===== config.mk =====
export PLATFORM = sky130hd
export DESIGN_NAME = ltc4284_bc_poll
export DESIGN_NICKNAME = d
export VERILOG_FILES = /design/src/rtl/ltc4284_bc_pkg.sv /design/src/rtl/ltc4284_spi_rd_eng.sv /design/src/rtl/ltc4284_bc_poll.sv
export SDC_FILE = /design/constraint.sdc
export NUM_CORES = 1
export LEC_CHECK = 0
export CAP_MARGIN = 40
export CORE_UTILIZATION = 51
export CTS_BUF_LIST = sky130_fd_sc_hd__clkbuf_8
export CTS_CLUSTER_DIAMETER = 120
export CTS_CLUSTER_SIZE = 20
export DETAILED_ROUTE_END_ITERATION = 8
export MAX_ROUTING_LAYER = met4
export PLACE_DENSITY = 0.74
export SLEW_MARGIN = 20
export SYNTH_ARGS = -nofsm -noshare
export SYNTH_HDL_FRONTEND = slang
export SYNTH_SLANG_ARGS = --single-unit

===== constraint.sdc =====
create_clock -name clk_24m -period 3.4 [get_ports clk_24m]
set_input_delay 1.02 -clock clk_24m [delete_from_list [all_inputs] [get_ports clk_24m]]
set_output_delay 1.02 -clock clk_24m [all_outputs]
set_load 0.03 [all_outputs]

===== src/rtl/ltc4284_bc_pkg.sv =====
// Shared types and constants for the LTC4284 broadcast-receiver poller.
// Holds the state encoding, status bit indices, transfer sizes and helpers.
package ltc4284_bc_pkg;

    typedef enum logic [2:0] {
        S_IDLE,
        S_WAIT,
        S_SETUP,
        S_SCK_LO,
        S_SCK_HI,
        S_HOLD
    } state_t;

    localparam int ST_PRESENT = 0;
    localparam int ST_SPD0    = 1;
    localparam int ST_SPD1    = 2;
    localparam int ST_SPD_ERR = 3;
    localparam int ST_FRAME   = 4;
    localparam int ST_SHORT   = 5;
    localparam int ST_LONG    = 6;
    localparam int ST_PEC     = 7;

    localparam int XFER_BITS = 168;
    localparam int STAT_BITS = 8;
    localparam int DATA_BITS = XFER_BITS - STAT_BITS;

    localparam logic [7:0] LAST_BIT  = 8'(XFER_BITS - 1);
    localparam logic [7:0] PROBE_BIT = 8'(STAT_BITS - 1);

    // Present and none of the error flags [7:3] raised.
    function automatic logic status_ok(input logic [7:0] s);
        return s[ST_PRESENT] && (s[ST_PEC:ST_SPD_ERR] == 5'b0);
    endfunction

    // Present with at least one error flag raised.
    function automatic logic status_err(input logic [7:0] s);
        return s[ST_PRESENT] && (s[ST_PEC:ST_SPD_ERR] != 5'b0);
    endfunction

    function automatic logic [15:0] sat_inc(input logic [15:0] v);
        return (v == 16'hFFFF) ? v : v + 16'd1;
    endfunction

endpackage


===== src/rtl/ltc4284_spi_rd_eng.sv =====
// SPI mode-0 read engine: generates sck, shifts miso LSB-first, counts bits.
// Ports: clk_24m/rst, start/abort/clr control, exit_chk enables the early
// no-packet exit, miso_s data in; sck, done pulse, full flag, shift register.
module ltc4284_spi_rd_eng
    import ltc4284_bc_pkg::*;
#(
    parameter int SCK_HALF = 4
)(
    input  logic                 clk_24m,
    input  logic                 rst,
    input  logic                 start,
    input  logic                 abort,
    input  logic                 clr,
    input  logic                 exit_chk,
    input  logic                 miso_s,
    output logic                 sck,
    output logic                 done,
    output logic                 full,
    output logic [XFER_BITS-1:0] shift
);

    localparam logic [15:0] HALF_END = 16'(SCK_HALF - 1);

    state_t      state;
    logic [15:0] hcnt;
    logic [7:0]  bcnt;
    logic        last_bit;

    // Stop after the final bit, or after the status byte when the
    // receiver reports no packet present.
    always_comb begin
        last_bit = (bcnt == LAST_BIT) ||
                   (exit_chk && bcnt == PROBE_BIT && !shift[ST_PRESENT]);
    end

    always_ff @(posedge clk_24m) begin
        if (rst) begin
            state <= S_IDLE;
            hcnt  <= '0;
            bcnt  <= '0;
            sck   <= 1'b0;
            done  <= 1'b0;
            full  <= 1'b0;
            shift <= '0;
        end else begin
            done <= 1'b0;
            if (clr) begin
                shift <= '0;
            end
            if (abort) begin
                state <= S_IDLE;
                hcnt  <= '0;
                bcnt  <= '0;
                sck   <= 1'b0;
            end else begin
                unique case (state)
                    S_IDLE: begin
                        if (start) begin
                            state <= S_SCK_LO;
                            hcnt  <= '0;
                            bcnt  <= '0;
                            full  <= 1'b0;
                        end
                    end
                    S_SCK_LO: begin
                        if (hcnt == HALF_END) begin
                            hcnt        <= '0;
                            shift[bcnt] <= miso_s;
                            sck         <= 1'b1;
                            state       <= S_SCK_HI;
                        end else begin
                            hcnt <= hcnt + 16'd1;
                        end
                    end
                    S_SCK_HI: begin
                        if (hcnt == HALF_END) begin
                            hcnt <= '0;
                            sck  <= 1'b0;
                            if (last_bit) begin
                                state <= S_IDLE;
                                done  <= 1'b1;
                                full  <= (bcnt == LAST_BIT);
                            end else begin
                                bcnt  <= bcnt + 8'd1;
                                state <= S_SCK_LO;
                            end
                        end else begin
                            hcnt <= hcnt + 16'd1;
                        end
                    end
                    default: begin
                        state <= S_IDLE;
                        sck   <= 1'b0;
                    end
                endcase
            end
        end
    end

endmodule


===== src/rtl/ltc4284_bc_poll.sv =====
// Periodic poller for the LTC4284 broadcast receiver over a read-only SPI.
// Ports: clk_24m, rst, run in; bc_enb, cs_n, sck, busy out; miso in;
// pkt_valid/pkt_status/pkt_data/pkt_ok packet outputs; good_cnt/err_cnt.
module ltc4284_bc_poll
    import ltc4284_bc_pkg::*;
#(
    parameter int POLL_CYC = 2400,
    parameter int SCK_HALF = 4,
    parameter int CS_SETUP = 4
)(
    input  logic                 clk_24m,
    input  logic                 rst,
    input  logic                 run,
    output logic                 bc_enb,
    output logic                 cs_n,
    output logic                 sck,
    input  logic                 miso,
    output logic                 busy,
    output logic                 pkt_valid,
    output logic [7:0]           pkt_status,
    output logic [DATA_BITS-1:0] pkt_data,
    output logic                 pkt_ok,
    output logic [15:0]          good_cnt,
    output logic [15:0]          err_cnt
);

    localparam logic [15:0] POLL_END  = 16'(POLL_CYC - 1);
    localparam logic [15:0] SETUP_END = 16'(CS_SETUP - 1);

    state_t               state;
    logic [15:0]          cnt;
    logic                 miso_s;
    logic                 eng_start;
    logic                 eng_clr;
    logic                 eng_done;
    logic                 eng_full;
    logic [XFER_BITS-1:0] eng_shift;

    // Engine start and shift clear coincide with the transitions into
    // SCK_LO and SETUP so no extra cycle is added to either phase.
    always_comb begin
        eng_start = run && (state == S_SETUP) && (cnt == SETUP_END);
        eng_clr   = run && (state == S_WAIT) && (cnt == POLL_END);
    end

    ltc4284_spi_rd_eng #(
        .SCK_HALF (SCK_HALF)
    ) u_eng (
        .clk_24m  (clk_24m),
        .rst      (rst),
        .start    (eng_start),
        .abort    (!run),
        .clr      (eng_clr),
        .exit_chk (1'b1),
        .miso_s   (miso_s),
        .sck      (sck),
        .done     (eng_done),
        .full     (eng_full),
        .shift    (eng_shift)
    );

    always_ff @(posedge clk_24m) begin
        if (rst) begin
            state      <= S_IDLE;
            cnt        <= '0;
            miso_s     <= 1'b0;
            bc_enb     <= 1'b0;
            cs_n       <= 1'b1;
            busy       <= 1'b0;
            pkt_valid  <= 1'b0;
            pkt_status <= '0;
            pkt_data   <= '0;
            pkt_ok     <= 1'b0;
            good_cnt   <= '0;
            err_cnt    <= '0;
        end else begin
            miso_s    <= miso;
            bc_enb    <= run;
            pkt_valid <= 1'b0;
            if (!run && state != S_IDLE) begin
                state <= S_IDLE;
                cnt   <= '0;
                cs_n  <= 1'b1;
                busy  <= 1'b0;
            end else begin
                unique case (state)
                    S_IDLE: begin
                        if (run) begin
                            state <= S_WAIT;
                            cnt   <= '0;
                        end
                    end
                    S_WAIT: begin
                        if (cnt == POLL_END) begin
                            state <= S_SETUP;
                            cnt   <= '0;
                            cs_n  <= 1'b0;
                            busy  <= 1'b1;
                        end else begin
                            cnt <= cnt + 16'd1;
                        end
                    end
                    S_SETUP: begin
                        if (cnt == SETUP_END) begin
                            state <= S_SCK_LO;
                            cnt   <= '0;
                        end else begin
                            cnt <= cnt + 16'd1;
                        end
                    end
                    // The engine owns the sck phases; this state covers
                    // the whole clocked transfer until it reports done.
                    S_SCK_LO, S_SCK_HI: begin
                        if (eng_done) begin
                            state <= S_HOLD;
                            cnt   <= '0;
                            cs_n  <= 1'b1;
                            busy  <= 1'b0;
                            if (eng_full && eng_shift[ST_PRESENT]) begin
                                pkt_valid  <= 1'b1;
                                pkt_status <= eng_shift[STAT_BITS-1:0];
                                pkt_data   <= eng_shift[XFER_BITS-1:STAT_BITS];
                                pkt_ok     <= status_ok(eng_shift[7:0]);
                                if (status_ok(eng_shift[7:0])) begin
                                    good_cnt <= sat_inc(good_cnt);
                                end
                                if (status_err(eng_shift[7:0])) begin
                                    err_cnt <= sat_inc(err_cnt);
                                end
                            end
                        end
                    end
                    S_HOLD: begin
                        if (cnt == SETUP_END) begin
                            state <= S_WAIT;
                            cnt   <= '0;
                        end else begin
                            cnt <= cnt + 16'd1;
                        end
                    end
                    default: begin
                        state <= S_IDLE;
                        cnt   <= '0;
                        cs_n  <= 1'b1;
                        busy  <= 1'b0;
                    end
                endcase
            end
        end
    end

endmodule


Fig. 1: run 1, the metal 1 layer
Supply wires on this layer in gray.
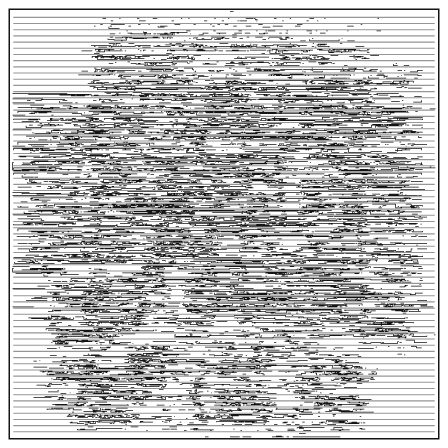
longest straight run: 66.2 µm
share of all routed wire: 42%

Fig. 2: run 1, M2 wires
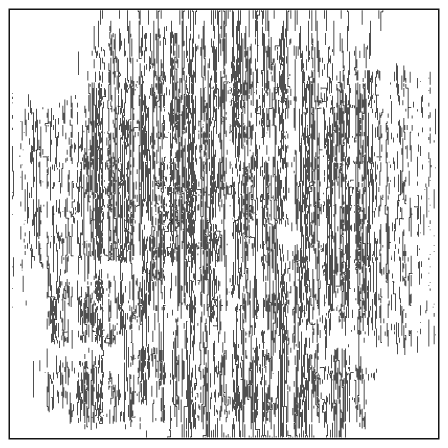
nets with wire on the layer: 1,860
wire length on this layer: 24.2 mm
share of all routed wire: 45%
longest straight run: 78.9 µm
main direction: vertical

Fig. 3: run 1, M3 wires
Scale bar: 50 µm. Cells faint in the background.
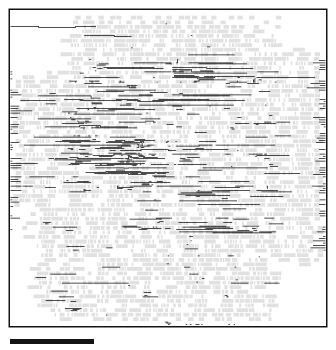
longest straight run: 63.0 µm
main direction: horizontal
nets with wire on the layer: 249

==> notes.md, run 1 <==
On the backend side, the flow ran end to end.

The run finished with clean final reports. The worst-path maximum fanout stands at 2. Per the detailed placement report, the placed cell area equals 0.01994 mm². After synthesis, the design contains 2,188 cells according to Yosys.

The worst setup path is launched from a flip-flop. Input and output buffers added on the ports amount to 209. The first-pass iteration count of the detailed router stands at 5.

The synthesized area stands at 0.01768 mm². Per the post-route antenna check, the number of violating nets is 0. The script reports the combined buffer and inverter count of the critical path as 1. The global-route track usage on met3 stands at 3.818%. According to the cell report, flip-flops and latches in the layout number 422.

The switching portion of total power comes to 24.48%. The count of cell instances traversed by the critical path stands at 1. In this run the maximum-capacitance check reported violations numbering 0. The global-route wire length before repair stands at 82.64 mm. For the worst flop-to-flop path, the logic depth is 7.

Among logic cells in the layout, the one with the most instances is sky130_fd_sc_hd__dfxtp_1. The flip-flop and latch share of the layout cell area stands at 41.54%. The worst-skew pair later-pin latency stands at 640 ps.

The overall routed net length stands at 53.19 mm. The detailed router used layers up to and including met4. The number of standard cells after synthesis stands at 2,188. In this run the critical register-to-register path is launched from u_eng.hcnt[0]. After Yosys synthesis, and, or, nand and nor cells account for 22.41% of the synthesized area. The register with the most flip-flops in the layout has 168 of them. The report lists the power per cell area as 374.6 mW/mm².

The final core area utilization stands at 60.23%. The synthesis report gives the async set-or-reset register share as 0%. The final-layout clock-cell area share stands at 1.808%. The cell sequence reported for the critical path is clkdlybuf4s50_1. The filler-free cell count of the finished design stands at 2,705. The number of I/O pins stands at 210. The largest net degree at the start of global routing stands at 189. The multi-input combinational cells in the finished layout cover a total of 0.008260 mm². The area added between synthesis and finish stands at 15.09%. The portion of total power attributed to sequential cells stands at 65.9%.

The routed via count divided by cell count stands at 6.159. Setup repair after global routing left no endpoint under its margin. The flop-to-flop setup slack stands at 590 ps. The final max-slew violation count recorded for this run is 0. The final timing report gives a worst setup slack of 554.6 ps. The weighted congestion reported at the end of routability-driven placement stands at 0.8917. TritonCTS built the clock tree. The global router reports that the layer with the highest usage is met2. The register area stands at 0.008452 mm². The total combinational power stands at 0.377 mW. The synthesized netlist devotes 0.7926% of its cell area to XOR and XNOR gates. The proportion of synthesized area in mux cells stands at 0.4175%. The flow inserted 448 tap cells. The layout stage reports a final design area of 0.02035 mm².

The arrival time of data at the worst endpoint is listed as 1830 ps. The count of library flops with an enable pin stands at 0. The residual DRC count stands at 0. The via count of the first global-routing pass came to 15,150.

For reference, the critical path is launched at pkt_ok. The Yosys step of the flow raised 0 warnings. Per the timing report, the most critical flop-to-flop path finishes at u_eng.shift[35]. The routed via count stands at 16,660. The biggest slice of the total power is consumed by sequential cells. The timing report shows that the slowest cell on the worst path is sky130_fd_sc_hd__clkdlybuf4s50_1. After detailed placement, the design holds a cell count of 2,674. The OpenROAD warning count stands at 39. The number of instances resized during post-cts repair stands at 0. Grouping stages by cell kind, the critical path spends the most delay in buffers and inverters. For the final routed database, the setup TNS stands at 0 ps. Among all flip-flop cells after synthesis, the most frequent one is sky130_fd_sc_hd__dfxtp_1. The combined global-route utilization of all metal layers stands at 29.71%.

After layout, the buffer instance count without clock buffers stands at 254. The violation count after the first detailed-routing iteration stands at 2,208. The floorplan die height stands at 188.2 µm.

For this design the total switching power over the nets is 1.866 mW. The met1 wire length stands at 22.45 mm. Per the post-place timing report, worst setup slack is 95.89 ps. The tightest min-delay check is of the flip-flop to flip-flop type.

The clock tree has to reach 422 sinks. STA puts the critical path data required time at 2380 ps. The root buffer cell chosen for the clock tree is sky130_fd_sc_hd__clkbuf_8. The length of routed met2 wiring stands at 24.19 mm. 0 antenna diodes ended up in the layout. The total congestion overflow after global routing stands at 0.

The clock-net power stands at 2.22 mW. After Yosys synthesis, full adders, half adders and majority gates account for 0.9200% of the synthesized area. Per the post-synthesis stats, the area per cell is 8.081 µm². The layout summary lists the proportion of cells stronger than drive strength 1 as 4.253%.

In this run the post-CTS setup repair buffer count came out at 0. Endpoints with negative setup slack in the final report add up to 0. The floorplan utilization stands at 52.34%. The post-route minimum period stands at 2845 ps. The largest buffer count on any clock path stands at 3. Per the timing report, the achievable frequency comes out to 351.4 MHz. Once detailed placement completed, the half-perimeter wirelength came to 33.17 mm.

The share of total power dissipated in the clock network is 29.2%. According to the floorplan report, the placeable core area is 0.03378 mm². STA classifies the critical path endpoint as an output port.

In the detailed route, the total length drawn on met3 is 4.119 mm. After synthesis, the largest family of logic cells by area is simple AND/OR/NAND/NOR gates. The capture point of the critical path was reported as pkt_ok. IR analysis of the VDD net gives a maximum drop of 0.0002551 V.

The power attributed to sequential cells stands at 5.02 mW. The number of buffers inserted for hold repair after clock tree synthesis stands at 0. The post-route worst hold slack stands at 455.7 ps. After layout, the design draws a total of 7.623 mW.

On met2, the global router reports a usage of 44.85%. After layout, the clock buffer instance count stands at 25. The sequential share of the synthesized area stands at 47.78%. Counting the buffers created by CTS gives 25. Endpoints failing hold in the final report were tallied at 0.

The number of core rows stands at 67. The finished design was reported to have a net count of 2,274. Across the routed clock network, the largest skew measured is 49.26 ps.

In the final layout, the registers with the most flip-flops are u_eng.shift (168), pkt_data (160). The number of antenna violations at the first check in global routing is 0. The fill cell total of the finished layout stands at 2,981. Looking at the power breakdown, combinational cells take 4.9% of the total.

The static leakage stands at 6.107 nW. In this run the number of H-tree levels came out at 1. In the Yosys stats the netlist draws on 62 distinct library cells.

The delay of the slowest critical-path stage stands at 730 ps. The setup path with the least slack is of type flip-flop to output port. Per the layout area report, the combinational fraction of cell area is 40.60%. The area recorded from the Yosys report for this design is 0.01768 mm².

The hold path depth stands at 2. The floorplan die width stands at 188.2 µm. The register clock-pin slew on the reported worst setup and hold paths stands at 130 ps. In this run the full chip footprint comes out at 0.03542 mm².

In the layout the commonest cells are sky130_fd_sc_hd__dfxtp_1 (421), sky130_fd_sc_hd__a21oi_1 (384), sky130_fd_sc_hd__nand2_1 (380). The biggest slice of the area belongs to registers. The internal power component stands at 5.757 mW. The startpoint identified for the worst hold timing path is u_eng.shift[9]. The multi-input combinational cell count stands at 1,522. The buffer share of cell area stands at 12.72%. Counting flops per register, the top entry is u_eng.shift.

STA shows the worst min-delay path finishing at pkt_data[1]. The post-synthesis compound-gate area fraction stands at 22.10%.
-- run 1: cell usage after synthesis (23+ instances only) --
cell                         n  area [µm²]
sky130_fd_sc_hd__nand4_1    35       219.0
sky130_fd_sc_hd__o211ai_1  165        1239
sky130_fd_sc_hd__nor2_1     45       168.9
sky130_fd_sc_hd__and3_1     26       162.7
sky130_fd_sc_hd__clkbuf_1  165       619.3
sky130_fd_sc_hd__nand3_1   208        1041
sky130_fd_sc_hd__dfxtp_1   422        8448
sky130_fd_sc_hd__a21oi_1   384        1922
sky130_fd_sc_hd__inv_1      32       120.1
sky130_fd_sc_hd__o21ai_0    33       165.2
sky130_fd_sc_hd__nand2_1   380        1426
sky130_fd_sc_hd__buf_2      38       190.2
sky130_fd_sc_hd__or3_1      23       143.9
==> run 2: changes to the inputs <==
--- a/config.mk
+++ b/config.mk
@@ -12,7 +12,7 @@
 export CTS_CLUSTER_SIZE = 20
 export DETAILED_ROUTE_END_ITERATION = 8
 export MAX_ROUTING_LAYER = met4
-export PLACE_DENSITY = 0.74
+export PLACE_DENSITY = 0.77
 export SLEW_MARGIN = 20
 export SYNTH_ARGS = -nofsm -noshare
 export SYNTH_HDL_FRONTEND = slang
==> constraint.sdc (replaced) <==
create_clock -name clk_24m -period 2.3 [get_ports clk_24m]
set_input_delay 0.69 -clock clk_24m [delete_from_list [all_inputs] [get_ports clk_24m]]
set_output_delay 0.69 -clock clk_24m [all_outputs]
set_load 0.03 [all_outputs]
Fig. 4: run 2, clock routing
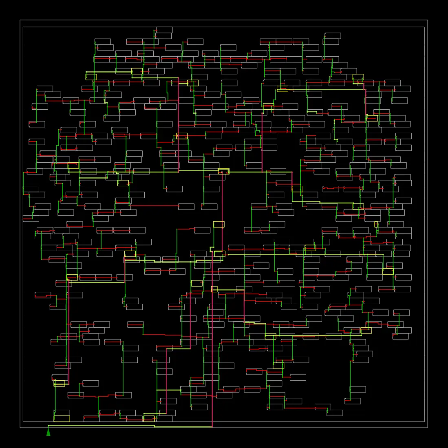
clock latency on the worst-skew pair: 630 ps
Power Clock: 3.31 mW
tally of clock buffers in the finished layout: 25
number of flip-flops and latches: 422
worst setup skew after layout: 34.56 ps

==> notes.md, run 2 <==
On the backend side, the flow ran end to end.

By area, the class that comes first in the final layout consists of registers. The register area came to 0.008453 mm² (about the same). The count of cell instances traversed by the critical path stands at 1 (unchanged). The via count of the first global-routing pass was 15,920 (+5.1%).

The cell area after placement was 0.02118 mm² (+6.3%). The met1 wire length is 22.57 mm (+0.52%). The combinational share of cell area is 38.88% (-1.7 points).

STA classifies the critical path startpoint as a flip-flop. The number of I/O pins stands at 210 (unchanged). The count of yosys warnings during synthesis is 0 (unchanged). The overall power after layout stands at 11.40 mW (+50%). The adder and majority cell fraction of the synthesized area stands at 0.9200% (unchanged).

The post-synthesis compound-gate area fraction stands at 22.10% (unchanged). The placeable core region came to 0.03378 mm² (unchanged). The count of placed standard cells including taps came to 2,806 (+4.9%). The final standard cell area without fillers came to 0.02140 mm² (+5.1%). The ratio of total power to cell area came to 532.7 mW/mm² (+42%).

The number of buffers created by CTS came to 25 (unchanged). The yosys stat chip area came to 0.01768 mm² (unchanged). The area added between synthesis and finish stands at 21.01%. TritonCTS built the clock tree. The routed via count divided by cell count stands at 6.153 (about the same). The first-pass iteration count of the detailed router came to 6 (+1).

The routed via count is 17,460 (+4.8%). The final-layout clock-cell area share is 1.754% (-0.053 points). In the final layout, the registers with the most flip-flops are u_eng.shift (168), pkt_data (160). The number of antenna violations at the first check in global routing stands at 0 (unchanged). The number of nets in the finished design stands at 2,405 (+5.8%).

The slowest stage of the critical path belongs to the cell sky130_fd_sc_hd__dfxtp_1. The fill cell total of the finished layout is 2,962 (-0.64%). The floorplan die width came to 188.2 µm (unchanged). The clock sink count came to 422 (unchanged). The biggest area contributor in the post-synthesis netlist is sky130_fd_sc_hd__dfxtp_1. The setup TNS stands at 0 ps (unchanged). The post-route minimum period stands at 2253 ps.

For reference, the top logic cell family by area is simple AND/OR/NAND/NOR gates. The number of cells in the yosys synthesis report stands at 2,188 (unchanged). Yosys reports that the most numerous cell types are sky130_fd_sc_hd__dfxtp_1 (422), sky130_fd_sc_hd__a21oi_1 (384), sky130_fd_sc_hd__nand2_1 (380). The OpenROAD warning count was 37 (-5.1%). The flip-flop and latch share of the layout cell area came to 39.51% (-2.0 points). Among cell families on the critical path, the largest total delay comes from flip-flops.

The number of standard cells after synthesis stands at 2,188 (unchanged). For the worst min-delay path, the startpoint reported by OpenROAD is rst. The run finished with clean final reports. The proportion of synthesized area in mux cells is 0.4175% (unchanged). The H-tree depth stands at 1 (unchanged). Yosys attributes the largest share of cell area to sky130_fd_sc_hd__dfxtp_1 (48%), sky130_fd_sc_hd__a21oi_1 (11%), sky130_fd_sc_hd__nand2_1 (8.1%), sky130_fd_sc_hd__o211ai_1 (7.0%), sky130_fd_sc_hd__nand3_1 (5.9%). The synthesized area stands at 0.01768 mm² (unchanged). The flop-to-flop setup slack came to 90 ps (-500 ps). The top cell type in the final layout, fill and taps aside, is sky130_fd_sc_hd__dfxtp_1. The combined global-route utilization of all metal layers stands at 30.70% (+0.98 points). STA classifies the critical path endpoint as an output port. The endpoint identified for the worst register-to-register timing path is err_cnt[7]. Per the CTS log, the root buffer master is sky130_fd_sc_hd__clkbuf_8. The static leakage stands at 7.803 nW (+28%).

The path class of the tightest hold or removal check is input pin to flip-flop. The residual DRC count stands at 0 (unchanged). The half-perimeter wire length after detailed placement stands at 36.64 mm (+10%).

The number of nets with antenna violations after routing came to 0 (unchanged). The post-route worst hold slack stands at 421.9 ps (-33.77 ps). The violation count after the first detailed-routing iteration stands at 2,509 (+14%). The floorplan die area came to 0.03542 mm² (unchanged). The share of layout cells above drive strength 1 stands at 10.05% (+5.8 points). The max-slew violation count came to 0 (unchanged). The number of buffer cells added on primary ports stands at 209 (unchanged).

The global-route wire length before repair stands at 86.34 mm (+4.5%). The register clock-pin slew on the reported worst setup and hold paths stands at 130 ps (about the same). In the synthesized netlist the dominant register cell turns out to be sky130_fd_sc_hd__dfxtp_1.

The number of well taps stands at 448 (unchanged). The worst-case reg-to-reg path depth stands at 7 (unchanged). The number of flip-flops under the largest register name stands at 168 (unchanged). The worst setup slack after placement stands at -533.5 ps (-629.4 ps).

The number of endpoints with negative hold slack in the final report stands at 0 (unchanged). The critical path buffer and inverter count was 1 (unchanged). The weighted congestion reported at the end of routability-driven placement stands at 0.9438 (+5.8%). Looking at the reg2reg group, the worst path starts from state[2].

The sequential share of the synthesized area stands at 47.78% (unchanged). The most frequently used library cell after synthesis is sky130_fd_sc_hd__dfxtp_1. The total congestion overflow after global routing stands at 0 (unchanged). In this run the worst setup path terminates at pkt_ok. Walking the worst path, the cells encountered are dlygate4sd2_1. The total inserted antenna cells was 0 (unchanged). The critical path is of the flip-flop to output port type.

The signal arrival time at the worst endpoint is 1560 ps (-270 ps). The largest buffer count on any clock path stands at 3 (unchanged). The floorplan utilization stands at 52.34% (unchanged). The unique cell type count in the Yosys netlist stands at 62 (unchanged). The filler-free cell count of the finished design was 2,837 (+4.9%). The overall routed net length stands at 55.02 mm (+3.4%). The multi-input gate area in the final layout stands at 0.008318 mm² (+0.70%).

The largest net degree at the start of global routing is 155 (-18%). The buffer share of cell area stands at 16.68% (+4.0 points). The proportion of register bits with asynchronous set or reset after synthesis came to 0% (unchanged). The non-clock buffer total of the final layout came to 385 (+52%). The timing-limited maximum frequency stands at 443.8 MHz. The hold path depth was 4 (+2). The worst-path maximum fanout came to 2 (unchanged).

The simple logic cell fraction of the synthesized area was 22.41% (unchanged).
Fig. 5: run 2, M2 wires
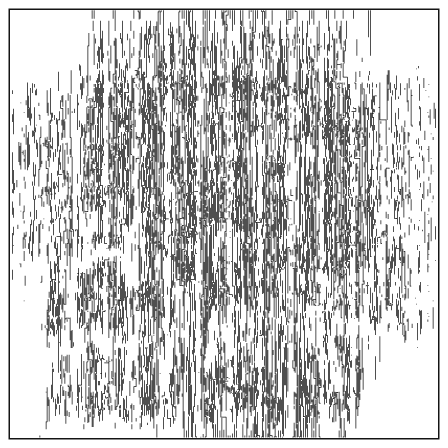
longest straight run: 51.2 µm
nets with wire on the layer: 2,017
share of all routed wire: 45%
wire length on this layer: 25.0 mm
main direction: vertical

==> run 2: cell counts after synthesis <==
Identical to the previous run, type by type.
==> run 2: repair_timing <==
| action | in CTS | in global routing |
|---|---|---|
| endpoints found under the setup margin | 222 | 240 |
| pin swaps | 1 | 3 |
| hold buffers | 0 | 0 |
| resized | 209 | 16 |
| setup buffers | 0 | 3 |
==> run 2: where the power goes <==
| part | leakage (nW) | internal, mW | switching, mW |
|---|---|---|---|
| clock | 0.195 | 1.01 | 2.30 |
| sequential | 3.40 | 7.33 | 0.0264 |
| combinational | 4.21 | 0.253 | 0.475 |
| total | 7.80 | 8.60 | 2.80 |
==> run 2: per-layer routing <==
layer,vias up,global-route usage (%)
met1,8240,40.24
met5,-,-
li1,8153,-
met3,183,4.787
met4,0,12.07
met2,881,47.45
Power figures rest on the tool's default switching activity, not on a simulated workload.
